**config.mk**
```make
export PLATFORM = sky130hd
export DESIGN_NAME = user_addr_demux
export DESIGN_NICKNAME = d
export VERILOG_FILES = /design/src/rtl/user_addr_demux.sv
export SDC_FILE = /design/constraint.sdc
export NUM_CORES = 1
export LEC_CHECK = 0
export CORE_AREA = 4 4 95 97
export CTS_CLUSTER_DIAMETER = 150
export DETAILED_ROUTE_END_ITERATION = 6
export DIE_AREA = 0 0 99 101
export PLACE_DENSITY = 0.72
export SKIP_CTS_REPAIR_TIMING = 1
export SLEW_MARGIN = 0
export SYNTH_ARGS = -nofsm -noshare
export SYNTH_HDL_FRONTEND = slang
export SYNTH_SLANG_ARGS = --single-unit
```
**constraint.sdc**
```tcl
create_clock -name clk_i -period 3.6 [get_ports clk_i]
set_clock_uncertainty 0.2 [all_clocks]
set_input_delay 0.72 -clock clk_i [delete_from_list [all_inputs] [get_ports clk_i]]
set_output_delay 0.72 -clock clk_i [all_outputs]
set_load 0.02 [all_outputs]
```
**src/rtl/user_addr_demux.sv**
```systemverilog
// Address demultiplexer from one request/grant manager port onto NumRules subordinate ports.
// Unmapped addresses go to an internal error subordinate. Responses follow the last target.
module user_addr_demux #(
  parameter int unsigned NumRules  = 2,
  parameter int unsigned AddrWidth = 32,
  parameter int unsigned DataWidth = 32,
  parameter int unsigned IdWidth   = 1,
  parameter int unsigned MaxTrans  = 2,
  parameter logic [DataWidth-1:0] ErrData = 32'hBADCAB1E,
  parameter logic [AddrWidth-1:0] RuleStart [NumRules] = '{32'h2000_0000, 32'h2000_1000},
  parameter logic [AddrWidth-1:0] RuleEnd   [NumRules] = '{32'h2000_1000, 32'h2000_2000},
  parameter int unsigned RuleIdx [NumRules] = '{1, 2}
) (
  input  logic                          clk_i,
  input  logic                          rst_i,
  input  logic                          mgr_req_i,
  output logic                          mgr_gnt_o,
  input  logic [AddrWidth-1:0]          mgr_addr_i,
  input  logic                          mgr_we_i,
  input  logic [DataWidth/8-1:0]        mgr_be_i,
  input  logic [DataWidth-1:0]          mgr_wdata_i,
  input  logic [IdWidth-1:0]            mgr_aid_i,
  output logic                          mgr_rvalid_o,
  output logic [DataWidth-1:0]          mgr_rdata_o,
  output logic                          mgr_err_o,
  output logic [IdWidth-1:0]            mgr_rid_o,
  output logic [NumRules-1:0]           sbr_req_o,
  input  logic [NumRules-1:0]           sbr_gnt_i,
  output logic [AddrWidth-1:0]          sbr_addr_o,
  output logic                          sbr_we_o,
  output logic [DataWidth/8-1:0]        sbr_be_o,
  output logic [DataWidth-1:0]          sbr_wdata_o,
  output logic [IdWidth-1:0]            sbr_aid_o,
  input  logic [NumRules-1:0]           sbr_rvalid_i,
  input  logic [NumRules-1:0]           sbr_err_i,
  input  logic [NumRules*DataWidth-1:0] sbr_rdata_i,
  input  logic [NumRules*IdWidth-1:0]   sbr_rid_i,
  output logic                          busy_o,
  output logic                          proto_err_o
);

  localparam int unsigned SelW = $clog2(NumRules + 1);
  localparam int unsigned CntW = $clog2(MaxTrans + 1);

  logic [SelW-1:0] sel, last_sel_q;
  logic [CntW-1:0] cnt_q;
  logic            err_rvalid_q, proto_err_q;
  logic [IdWidth-1:0] err_rid_q;
  logic            stall, sel_gnt, hs;

  assign sbr_addr_o  = mgr_addr_i;
  assign sbr_we_o    = mgr_we_i;
  assign sbr_be_o    = mgr_be_i;
  assign sbr_wdata_o = mgr_wdata_i;
  assign sbr_aid_o   = mgr_aid_i;

  // Walk rules from highest to lowest so the lowest matching rule wins.
  always_comb begin
    sel = '0;
    for (int r = int'(NumRules) - 1; r >= 0; r--) begin
      if (mgr_addr_i >= RuleStart[r] && mgr_addr_i < RuleEnd[r]) begin
        sel = SelW'(RuleIdx[r]);
      end
    end
  end

  // Switching targets waits for the pipe to drain so responses stay in order.
  assign stall = ((cnt_q != '0) && (sel != last_sel_q)) || (cnt_q == CntW'(MaxTrans));

  always_comb begin
    sbr_req_o = '0;
    sel_gnt   = (sel == '0);
    for (int unsigned k = 0; k < NumRules; k++) begin
      if (sel == SelW'(k + 1)) begin
        sbr_req_o[k] = mgr_req_i & ~stall;
        sel_gnt      = sbr_gnt_i[k];
      end
    end
  end

  assign mgr_gnt_o = sel_gnt & mgr_req_i & ~stall;
  assign hs        = mgr_req_i & mgr_gnt_o;

  always_comb begin
    mgr_rvalid_o = err_rvalid_q;
    mgr_rdata_o  = ErrData;
    mgr_err_o    = 1'b1;
    mgr_rid_o    = err_rid_q;
    for (int unsigned k = 0; k < NumRules; k++) begin
      if (last_sel_q == SelW'(k + 1)) begin
        mgr_rvalid_o = sbr_rvalid_i[k];
        mgr_rdata_o  = sbr_rdata_i[k*DataWidth +: DataWidth];
        mgr_err_o    = sbr_err_i[k];
        mgr_rid_o    = sbr_rid_i[k*IdWidth +: IdWidth];
      end
    end
  end

  always_ff @(posedge clk_i) begin
    if (rst_i) begin
      cnt_q        <= '0;
      last_sel_q   <= '0;
      err_rvalid_q <= 1'b0;
      err_rid_q    <= '0;
      proto_err_q  <= 1'b0;
    end else begin
      err_rvalid_q <= hs && (sel == '0);
      if (hs && (sel == '0)) err_rid_q <= mgr_aid_i;
      if (hs) last_sel_q <= sel;
      if (hs && !mgr_rvalid_o) begin
        cnt_q <= cnt_q + CntW'(1);
      end else if (!hs && mgr_rvalid_o && (cnt_q != '0)) begin
        cnt_q <= cnt_q - CntW'(1);
      end
      if (mgr_rvalid_o && (cnt_q == '0)) proto_err_q <= 1'b1;
    end
  end

  assign busy_o      = (cnt_q != '0);
  assign proto_err_o = proto_err_q;

endmodule

```
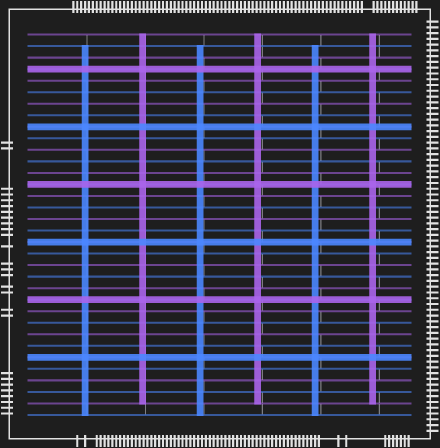
**Above:** run 1 (floorplan with the power grid).
Pins as bars on the die edge. Tap cells in grey.
| colour | net |
|---|---|
| blue | VSS |
| purple | VDD |
met4 straps: 6
signal pins: 255
maximum VDD drop: 0.000307 V
die width: 99 um

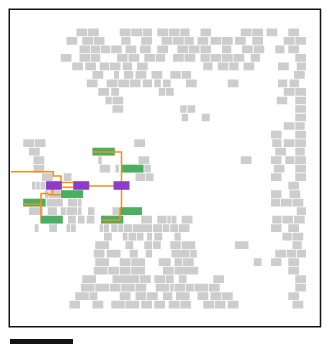
**Above:** run 1 (clock network drawn from the DEF).
Scale bar: 20 um.
[orange] clock wires | length: 113 um
[green] flip-flops | count: 7
[purple] cells driving clock nets | count: 3
routed clock nets: 4
clock network fraction of design power: 0.164
Power Clock: 0.000108 W

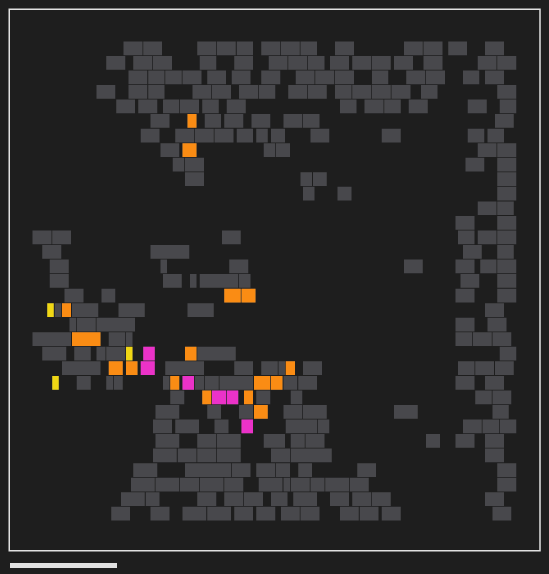
**Above:** run 1 (logic cells by family).
Scale bar: 20 um.
| colour | family | cells |
|---|---|---|
| yellow | inverters | 3 |
| magenta | AND and OR gates | 6 |
| orange | inverting AOI/OAI gates | 16 |
Comb area share: 0.274
most frequent logic cell in the layout: clkdlybuf4s50_1
fin cells: 387

==> metrics.yaml, run 1 <==
status: "complete, no violations"
fp_util: 0.181
critPathLaunch: "mgr_addr_i[28]"
vias_per_cell: 4.30
synthSimpleGateAreaFrac: 0.183
rows: 33
io_buffers: 156
syn2layout_area_growth_pct: 93.2
grt_antenna_before_repair: 0
core-area_um2: 8130
synth-compound-area-share: 0.296
ios: 255
drt-total-wl_mm: 6.16
postRouteAntennaNets: 0
p_leak_nw: 1.15
tightest_slew_ps: 590
cts-root-buf: "clkbuf_8"
grt_pass1_vias: 1670
holdCritPathClass: "reg -> reg"
ys_sh_xor: 0.0119
cts_max_path_buffers: 2
grt_max_degree: 21
most_common_cell: "buf_4"
-- run 1: placed cells by master, fill, tap and decap left out, drive strengths merged, types with 3 or more instances in the layout --
| master | synthesis | final |
|---|---|---|
| clkdlybuf4s50 | 0 | 138 |
| o22a | 21 | 21 |
| buf | 71 | 18 |
| dlymetal6s2s | 0 | 17 |
| a22o | 13 | 13 |
| dfxtp | 7 | 7 |
| nor2 | 5 | 5 |
| nor2b | 5 | 5 |
| a21oi | 5 | 5 |
| nor3 | 5 | 5 |
| nand2 | 4 | 4 |
| clkbuf | 8 | 4 |
| nand3 | 4 | 4 |
| inv | 3 | 3 |
| mux2i | 3 | 3 |
| nor4 | 3 | 3 |
| and2 | 3 | 3 |
| or3 | 3 | 3 |
-- run 1: critical path, stage by stage --
cell	delay, ps
clkdlybuf4s50_1	430
nor3_2	280
nand3_2	150
or3_1	400
a41o_1	260
nand3_4	90
inv_1	40
dlymetal6s2s_1	190
-- run 1: cell families after synthesis --
logic type,Yosys count
xor gates and xnor gates,2
buffers and inverters,82
and+or+nand+nor,37
DFF,7
AOI/OAI and AO/OA,53
muxes,3
-- run 1: worst min-delay path by stage --
| stage | start | endpoint | cells past startpoint |
|---|---|---|---|
| 3_3_place_gp | proto_err_o | proto_err_o | 2 |
| 2_1_floorplan | cnt_q[0] | cnt_q[0] | 1 |
| 6_report | proto_err_o | proto_err_o | 2 |
| 4_1_cts | proto_err_o | proto_err_o | 2 |
| 5_1_grt | proto_err_o | proto_err_o | 2 |
| 3_5_place_dp | proto_err_o | proto_err_o | 2 |
-- run 1: cell type report --
| cell class | instances | area [um2] |
|---|---|---|
| Sequential cell | 7 | 140 |
| Inverter | 3 | 11.3 |
| Clock buffer | 4 | 45.0 |
| Tap cell | 105 | 131 |
| Fill cell | 823 | 5290 |
| Timing Repair Buffer | 173 | 1730 |
| Multi-Input combinational cell | 95 | 779 |
-- run 1: stage by stage --
step,setup WS (ps),area (um2),hold WS [ps]
final,105,2840,286
after global routing,-0.161,2840,324
after CTS,-301,2750,297
after detailed placement,-296,2710,271
after global placement,-270,2710,258
after floorplan,532,1470,277
-- run 1: registers in the layout (all words and copies together) (netlist names) --
name and count:
proto_err_o 1, last_sel_q 2, err_rvalid_q 1, err_rid_q 1, cnt_q 2
-- run 1: power by group --
| group | leakage, nW | switching (W) | internal, W |
|---|---|---|---|
| sequential | 0.0574 | 0.0000142 | 0.0000903 |
| combinational | 1.07 | 0.000189 | 0.000253 |
| clock | 0.0228 | 0.0000313 | 0.0000764 |
-- run 1: per-layer routing --
metal	global-route usage	routed length [um]	vias up
met3	0.0374	604	10
li1	-	-	796
met4	0.0210	70	0
met1	0.105	2050	748
met5	0	0	-
met2	0.202	3440	110
**Run 1: clock routing**

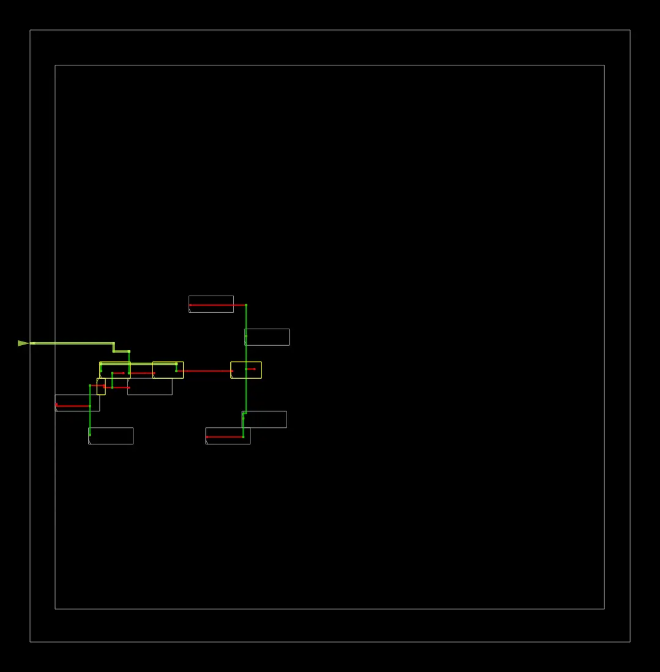

--- run 2 (diff from run 1) ---
Settings changed: ABC_AREA from default to 1, ABC_CLOCK_PERIOD_IN_PS from default to 3600, CORE_AREA 4 4 95 97 to 4 4 98 100, DIE_AREA 0 0 99 101 to 0 0 102 104, PLACE_DENSITY 0.72 to 0.7.
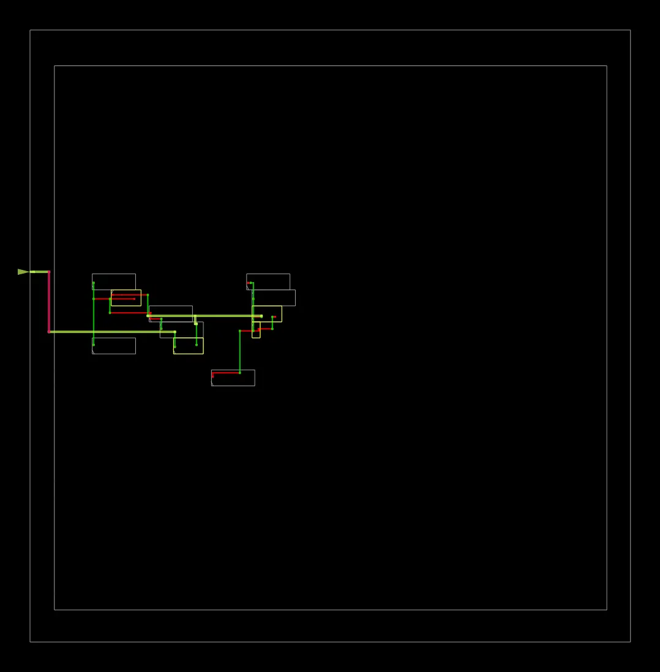
**Above:** run 2 (clock routing).
num sequential: 7
Clock Sinks: 7
Power Clock: 0.000110 W
Late-Pin Clk Latency: 230 ps
number of buffers created by CTS: 3

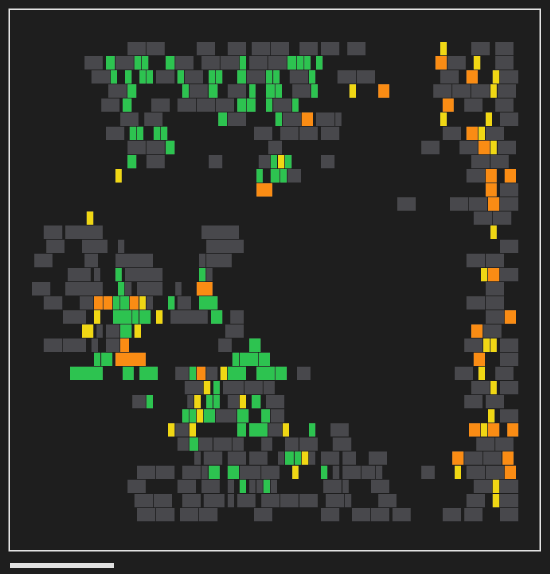
**Above:** run 2 (logic cells by family).
Scale bar: 20 um.
| colour | family | cells |
|---|---|---|
| green | NAND gates | 91 |
| yellow | inverters | 38 |
| orange | inverting AOI/OAI gates | 29 |
Comb area share: 0.276
fin cells: 489

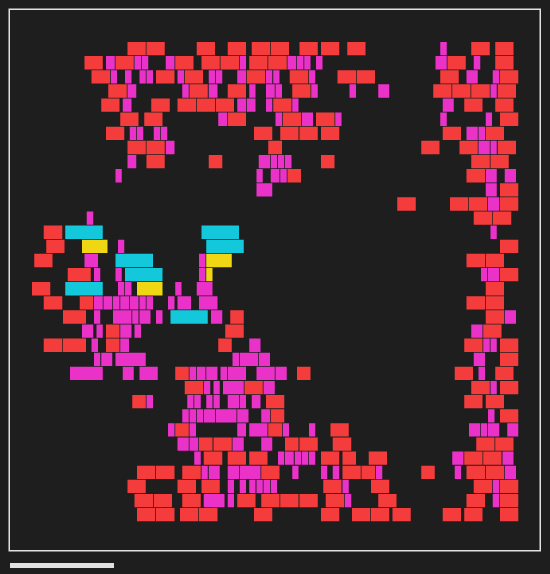
**Above:** run 2 (cells coloured by class).
Scale bar: 20 um.
| colour | class | cells | share of their area |
|---|---|---|---|
| red | other buffers and delay cells | 176 | 60% |
| magenta | all other logic | 194 | 34% |
| cyan | flip-flops | 7 | 4.9% |
| yellow | clock drivers and dummy loads | 4 | 1.6% |

==> run 2 against run 1 <==
Against the previous run:
- flip-flop count unchanged
- cell count grew 26%
- combinational power is 9.3% lower
- die area up 6.1%
- largest power group unchanged
- worst hold slack lost 3.8 ps
- sequential share of layout area fell by 0.29 points
- register-to-register slack gained 160 ps
- worst setup slack improved by 82 ps
- synthesized area increased by 14%
- critical path type unchanged
- count of clock-buffer cells in the layout did not move
- core utilization decreased by 0.13 points
==> metrics.yaml, run 2 <==
top_regs: "cnt_q (2), last_sel_q (2)"
syn2layout_area_growth_pct: 80.1
grt_max_degree: 23  # +9.5%
clk_transition_reported_paths_ps: 40
io_buffers: 156  # unchanged
max_stage_delay_ps: 420  # about the same
fp_util: 0.193  # +0.0125
tightest_slew_ps: 451  # -139 ps
crit_slowest_cell: "clkdlybuf4s50_1"
rows: 34  # +3.0%
critPathTopFamily: "simple AND/OR/NAND/NOR gates"
cts_max_path_buffers: 2  # unchanged
cts-root-buf: "clkbuf_8"
postRouteAntennaNets: 0  # unchanged
status: "complete, no violations"
ios: 255  # unchanged
layout_top_cell: "clkdlybuf4s50_1"
holdCritPathClass: "reg -> reg"
die_w_um: 102  # +3.0%
lay_top_cells: "153 x clkdlybuf4s50_1, 51 x nand2_1, 36 x inv_1"
vias_per_cell: 4.17  # -3.1%
p_leak_nw: 1.25  # +8.4%
ir_drop_v: 0.000211  # -31%
-- run 2: cell types whose count changed after synthesis, sizes merged, moves of 5 or more --
cell	before	now
o22a	21	0
nor2	5	34
nand3	4	28
nand4	0	6
a22o	13	0
nand2	4	57
inv	3	37
o22ai	1	20
nor2b	5	0
nor3	5	0
-- run 2: worst paths after layout --
| kind | from | end | slack [ps] | depth (start not counted) |
|---|---|---|---|---|
| worst max-delay path | mgr_addr_i[15] | sbr_req_o[0] | 190 | 11 |
| worst min-delay path | proto_err_o | proto_err_o | 280 | 1 |
| worst max register to register | last_sel_q[0] | cnt_q[0] | 1660 | 11 |
| worst min register to register | proto_err_o | proto_err_o | 280 | 1 |
-- run 2: logic make-up (layout without fill, tap and decap cells) --
| logic type | Yosys count | count (layout) | synth area share |
|---|---|---|---|
| flops | 7 | 7 | 0.0836 |
| simple gates | 125 | 125 | 0.375 |
| buf+inv | 116 | 218 | 0.419 |
| compound gates | 31 | 31 | 0.122 |
-- run 2: final cells by class --
type / count / area (um2)
Multi-Input combinational cell: 156 / 835
Inverter: 38 / 145
Clock buffer: 4 / 45.0
Tap cell: 108 / 135
Timing Repair Buffer: 176 / 1720
Sequential cell: 7 / 140
Fill cell: 910 / 5660
-- run 2: through the flow --
step / total power, W / worst slack (ps) / hold slack (ps) / instances
2_1_floorplan: 0.000354 / 856 / 242 / 279
3_3_place_gp: 0.000496 / -153 / 262 / 485
3_5_place_dp: 0.000499 / -166 / 254 / 485
4_1_cts: 0.000613 / -196 / 286 / 489
5_1_grt: 0.000642 / 42.0 / 304 / 489
6_report: 0.000606 / 187 / 282 / 489
-- run 2: where the power goes --
| part | leakage, nW | internal [W] | total [W] | switching, W |
|---|---|---|---|---|
| clock | 0.0228 | 0.0000766 | 0.000110 | 0.0000335 |
| sequential | 0.0573 | 0.0000860 | 0.0000934 | 0.00000747 |
| combinational | 1.17 | 0.000217 | 0.000402 | 0.000185 |
| total | 1.25 | 0.000380 | 0.000606 | 0.000226 |
-- run 2: layer usage --
layer  GRT usage  vias to the layer above  wire length [um]
met2       0.226                      104              3690
li1            -                     1020                 -
met3      0.0436                       12               781
met4      0.0159                        0                45
met5           0                        -                 0
met1       0.113                      901              2260
-- run 2: worst reg2reg max path: stages, from the launching register on --
cell and delay [ps]:
dfxtp_1 400, inv_1 250, nor2_2 190, inv_1 80, nand2_1 60, nand3_1 70, o21ai_2 130, nand4_1 190
nand2_2 110, nand2_1 50, nand2_1 60, nor2_1 40
Power and IR drop assume default switching activity.
